Design mem_port_arbiter, sky130hd; sources not shown.
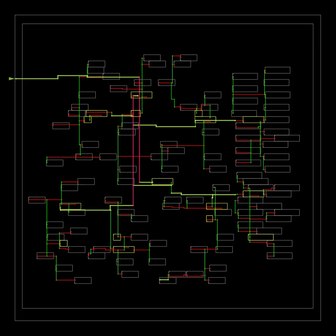
Run 1: clock wiring as the flow saved it
Clk Latency, worst-skew pair: 0.35 ns
clock network power: 1.33 mW

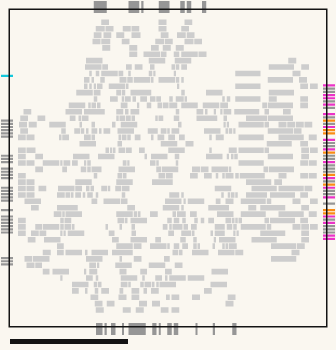
Run 1: pin placement
Bar = 50 um. Pins as bars across the die edge, other pins in grey.
colour	port	pins	direction	edge
magenta	D_RData	16	output	right
cyan	Clock	1	input	left
orange	Mem_RData	8	input	right
chip width: 134 um
die height: 134 um
PortBufs: 122

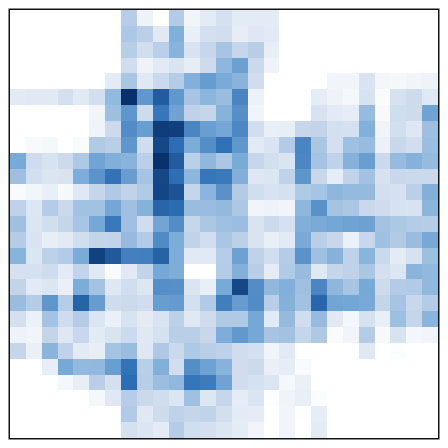
Run 1: wiring heat map
27 x 27 tiles, from white (low) to dark blue (high), scaled to the fullest tile. Values are wire area over tile area, all layers added.
tiles over half the peak	13%
densest ninth of the die	centre
fullest tile	0.43
Global Route Usage Sum: 0.135
via count: 3491
wire per inst: 15.9 um
routed wire length: 11.8 mm

==> reports/results.txt, run 1 <==
M3 GR Usage: 0.0379
Largest cell class: flip-flops and latches
Logic inverters: 8
Syn Nets: 470
Period minus WS final: 2.42 ns
Power Density: 869 nW/um^2
Dominant cell area share: 0.320
ys async rst share: 0
Multiplexer share: 0.0652
yosys simple share: 0.171
fp util: 0.258
CP required: 2.99 ns
Logic Gate Count: 270
worst slack, placed: 0.146 ns
Fill cells: 1655
HP Class: primary input to flop
synthesized area: 4120 um^2
met2 WL: 5.58 mm
initial antenna violation count: 0
Reg area: 2280 um^2
Chip Area, Yosys: 4120 um^2
final hold vios: 0
share of cells above drive strength 1: 0.0875
logic area: 1700 um^2
core area: 16000 um^2
setup_tns: 0 ns
yosys cell count: 404
AO/OA Area Share: 0.150
Worst Max-Slew Pin Slew: 1.07 ns
reg-to-reg slack, setup: 0.40 ns
Max-Cap Viols: 0
Max Used Layer: met4
flop share of the area: 0.386
post-cts sizing count: 0
Mapped Cells: 404
post-layout period usage: 0.897
Layout clock area frac: 0.0523
R2R cell count: 5
Root Buffer: clkbuf_16
fin util: 0.369
GR peak layer: met2
Worst Hold Depth: 2
tap cells: 216
Netlist cell types: 53
unrepaired setup endpoints after global routing: no
top cells by area: dfxtp_1, edfxtp_1, mux2i_1, nor2_1, nand2_1
DP HPWL: 8.52 mm
DRT iter0 DRCs: 264
GPL Wtd Cong: 0.809
internal power: 3.49 mW
grt met1 use: 0.167
most frequent logic cell in the layout: clkdlybuf4s50_1
clock skew: 0.00671 ns
Leak: 2.15 nW
main flop type: dfxtp_1
status: completed
clk sinks: 98
Post-synth seq share: 0.553
GRT overflow: 0
Mean Syn Cell Area: 10.2 um^2
Pre-antenna DRT Iters: 4
xor/xnor share: 0.0106
Post-synth EDFFs: 32
clock tree buffer depth: 2
WS Path Type: primary input to flop
Worst path depth: 6
Comb/total area: 0.288
critical path startpoint category: primary input
buffer share of cell area: 0.223
post-placement cell area: 5610 um^2
Max stage delay cell, worst path: a21boi_0
Critical Path, Cell by Cell: clkdlybuf4s50_1, a21boi_0, buf_12, mux2i_1, a2111oi_0, a31o_2
cell count after placement: 726
I/O Pins: 123
num sequential: 98
vias in the first global route: 3518
ANT nets after route: 0
sequential group share of total power: 0.416
# diodes: 0
Chip Area: 18100 um^2
Final Cell Area: 5910 um^2
largest fanout on the critical path: 22
Hold Worst Slack: 0.282 ns
htree depth: 3
Logic family by area: simple AND/OR/NAND/NOR gates
routing usage on met2: 0.220
clk slew on worst S/H paths: 0.07 ns
synth warn: 0
row count: 46
Largest stage delay, worst path: 0.86 ns
#FFs+latches synth: 98
top cell family by delay on the critical path: AND-OR/OR-AND gates
# clk buffers: 9
Post-CTS Setup Bufs: 0
Highest Clock Rate: 413 MHz
Clk pwr share: 0.259
NetSw: 1.65 mW
Met3 Wirelength: 676 um
Worst Path Buf+Inv: 2
Final Max-Slew Violation Tally: 0
Nets: 587
## run 1: cell usage after synthesis, types with 3 or more instances
cell type  instances
dfxtp_1           66
ha_1               4
o21a_1             3
buf_2              6
clkbuf_1          17
o21ai_0            6
mux2_2             7
nor4_1             4
a211oi_1          11
a311oi_1           9
and2_1             4
mux2i_1           19
nor3_1            16
and3_1             9
nand3_1           14
nand2_1           41
o32ai_1            3
xnor2_1            3
a21oi_1           20
edfxtp_1          32
nor2_1            42
inv_1              8
nand4_1            3
nor3b_1            5
a22oi_1            6
a22o_1             8
## run 1: power groups by stage
stage	combinational (mW)	sequential, mW	clock [mW]
final	1.67	2.14	1.33
after global routing	1.85	2.18	1.42
after CTS	1.75	2.15	1.37
after detailed placement	1.74	2.18	0
after global placement	1.70	2.17	0
after floorplan	0.845	2.15	0
Run 1, gate families picked out:
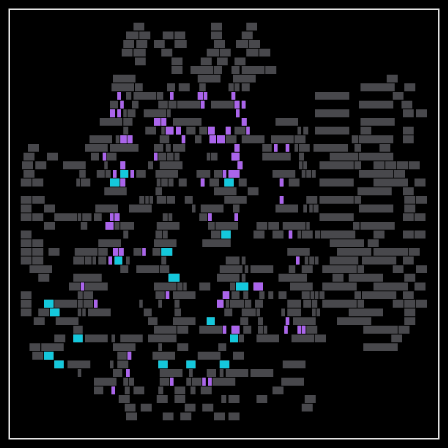

==> run 2, diff against run 1 <==
- ABC_AREA: default -> 1
- CORE_UTILIZATION: 25 -> 43
- PLACE_DENSITY: 0.49 -> 0.75
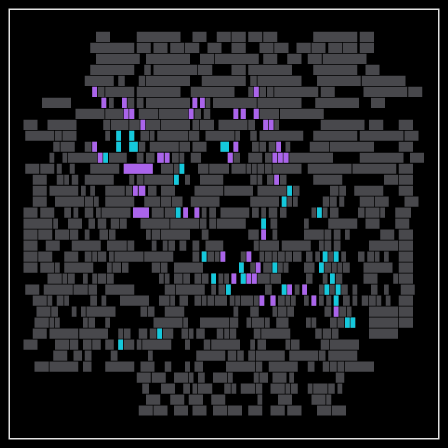
Run 2: gate families picked out
colour	family	cells
purple	NOR gates	45
cyan	inverters	31
Comb/total area: 0.298
most frequent logic cell in the layout: nand2_1
fin cells: 762

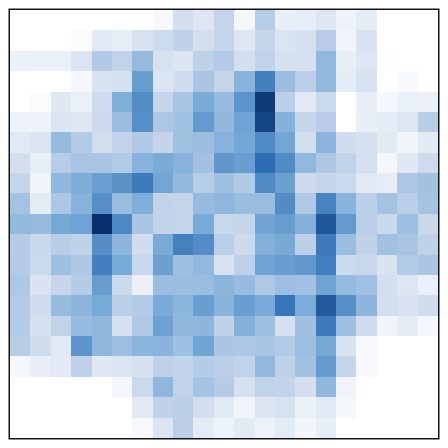
Run 2: wiring heat map
21 x 21 tiles, from white (low) to dark blue (high), scaled to the fullest tile. Values are wire area over tile area, all layers added.
fullest tile	0.63
mean over tiles	0.17
nearly empty tiles	14%
routed wire length: 11.9 mm
via count: 3982
wire per inst: 15.6 um

==> reports/results.txt, run 2 <==
status: completed
Post-CTS Setup Bufs: 0
Final Cell Area: 5840 um^2
yosys simple share: 0.234
Max-Cap Viols: 0
Post-synth seq share: 0.531
Worst path depth: 10
routing usage on met2: 0.349
Largest stage delay, worst path: 0.32 ns
HP Class: primary input to flop
Max Used Layer: met4
worst slack, placed: 0.527 ns
xor/xnor share: 0.00816
GPL Wtd Cong: 0.862
Adder Area Share: 0.0117
row count: 35
Worst Max-Slew Pin Slew: 0.910 ns
share of cells above drive strength 1: 0.0633
most frequent cells in the layout: nand2_1, clkdlybuf4s50_1, dfxtp_1
Hold Worst Slack: 0.438 ns
post-placement cell area: 5620 um^2
clk sinks: 98
vias per cell: 5.23
Critical Path, Cell by Cell: inv_1, ha_1, inv_4, nor2_8, inv_4, nand2_2, nand2_2, or2_4, o31ai_4, buf_4
synth warn: 0
Mapped Cells: 514
grt met1 use: 0.281
Chip Area: 11200 um^2
clk slew on worst S/H paths: 0.10 ns
chip width: 106 um
Pwr Total: 4.85 mW
reg-to-reg slack, setup: 0.57 ns
top-count cell post-synth: nand2_1
largest net degree at the start of global routing: 35
WS Path Type: flop to flop
htree depth: 3
setup_tns: 0 ns
top cell family by delay on the critical path: simple AND/OR/NAND/NOR gates
Pre-antenna DRT Iters: 5
Log Warnings: 28
post-layout period usage: 0.789
ys async rst share: 0
fp util: 0.454
Leak: 2.30 nW
Post-synth EDFFs: 32
vias in the first global route: 3811
Critical Path Sink Type: flop
PortBufs: 122
met2 WL: 5.59 mm
CP required: 2.76 ns
Met3 Wirelength: 964 um
Setup-failing EPs final: 0
CTS tree: built
initial antenna violation count: 1
synthesized area: 4290 um^2
clock tree buffer depth: 2
critical path startpoint category: flop
yosys cell count: 514
Metal-1 WL: 5.14 mm
Setup WS post-layout: 0.569 ns
Max IR drop VDD: 361 uV
Highest Clock Rate: 469 MHz
Period minus WS final: 2.13 ns
die height: 106 um
#FFs+latches synth: 98
Worst Hold Depth: 3
ANT nets after route: 0
Clk Latency, worst-skew pair: 0.37 ns
R2R cell count: 10
Max stage delay cell, worst path: dfxtp_1
critical path arrival: 2.19 ns
DP HPWL: 8.39 mm
Netlist cell types: 35
CTS Hold Bufs: 0
Worst Path Buf+Inv: 4
Fill cells: 840
Syn Nets: 580
Logic family by area: simple AND/OR/NAND/NOR gates
Chip Area, Yosys: 4290 um^2
AO/OA Area Share: 0.149
Nets: 693
GRT overflow: 0
first-pass GRT wire length: 19.2 mm
Global Route Usage Sum: 0.218
Power Density: 832 nW/um^2
cell count after placement: 745
Root Buffer: clkbuf_8
core area: 9460 um^2
fin util: 0.617
DRT iter0 DRCs: 229
Final Max-Slew Violation Tally: 0
final hold vios: 0
M3 GR Usage: 0.0546
Area growth syn-to-layout: 35.9%
GR peak layer: met2
Mean Syn Cell Area: 8.35 um^2
I/O Pins: 123
commonest cells in the netlist: nand2_1, dfxtp_1, o21ai_0, nand3_1, nor2_1
main flop type: dfxtp_1
Rel. slew slack: 0.392
post-cts sizing count: 0
Dominant cell area share: 0.308
top cells by area: dfxtp_1, edfxtp_1, nand2_1, o21ai_0, nand3_1
Multiplexer share: 0.00262
unrepaired setup endpoints after global routing: no
post-synth top area cell: dfxtp_1
residual DRC count: 0
largest fanout on the critical path: 17
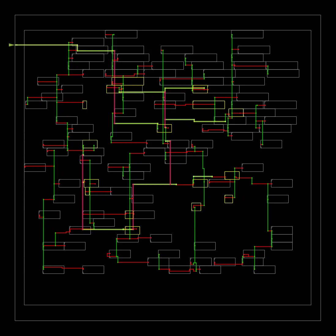
Run 2: clock wiring as the flow saved it
# clk buffers: 9
clock buffer count from CTS: 9
clock skew: 0.0113 ns

-- run 2: netlist changes by cell type in the layout (fill, tap and decap cells not counted), moves of 13 or more --
cell / change
nand2_1: +83
o21ai_0: +43
nand3_1: +33
a31oi_1: +26
mux2i_1: -19
inv_1: +18
nor3_1: -13
-- run 2: area by class of cell --
class	instances	area, um^2	area share
Sequential cell	98	2280	0.391
Clock inverter	7	91.3	0.0156
Timing Repair Buffer	133	1310	0.225
Multi-Input combinational cell	354	1740	0.298
Tap cell	129	161	0.0277
Clock buffer	9	124	0.0212
Antenna cell	1	2.50	0.000429
Inverter	31	121	0.0208
-- run 2: power breakdown --
part           switching (mW)  internal, mW  leakage [nW]  total, mW
Clock                   0.514         0.519         0.101       1.03
Combinational           0.904         0.768          1.34       1.67
Sequential              0.218          1.93         0.859       2.15
No activity file was given, so power comes from the tool's default toggle rates.
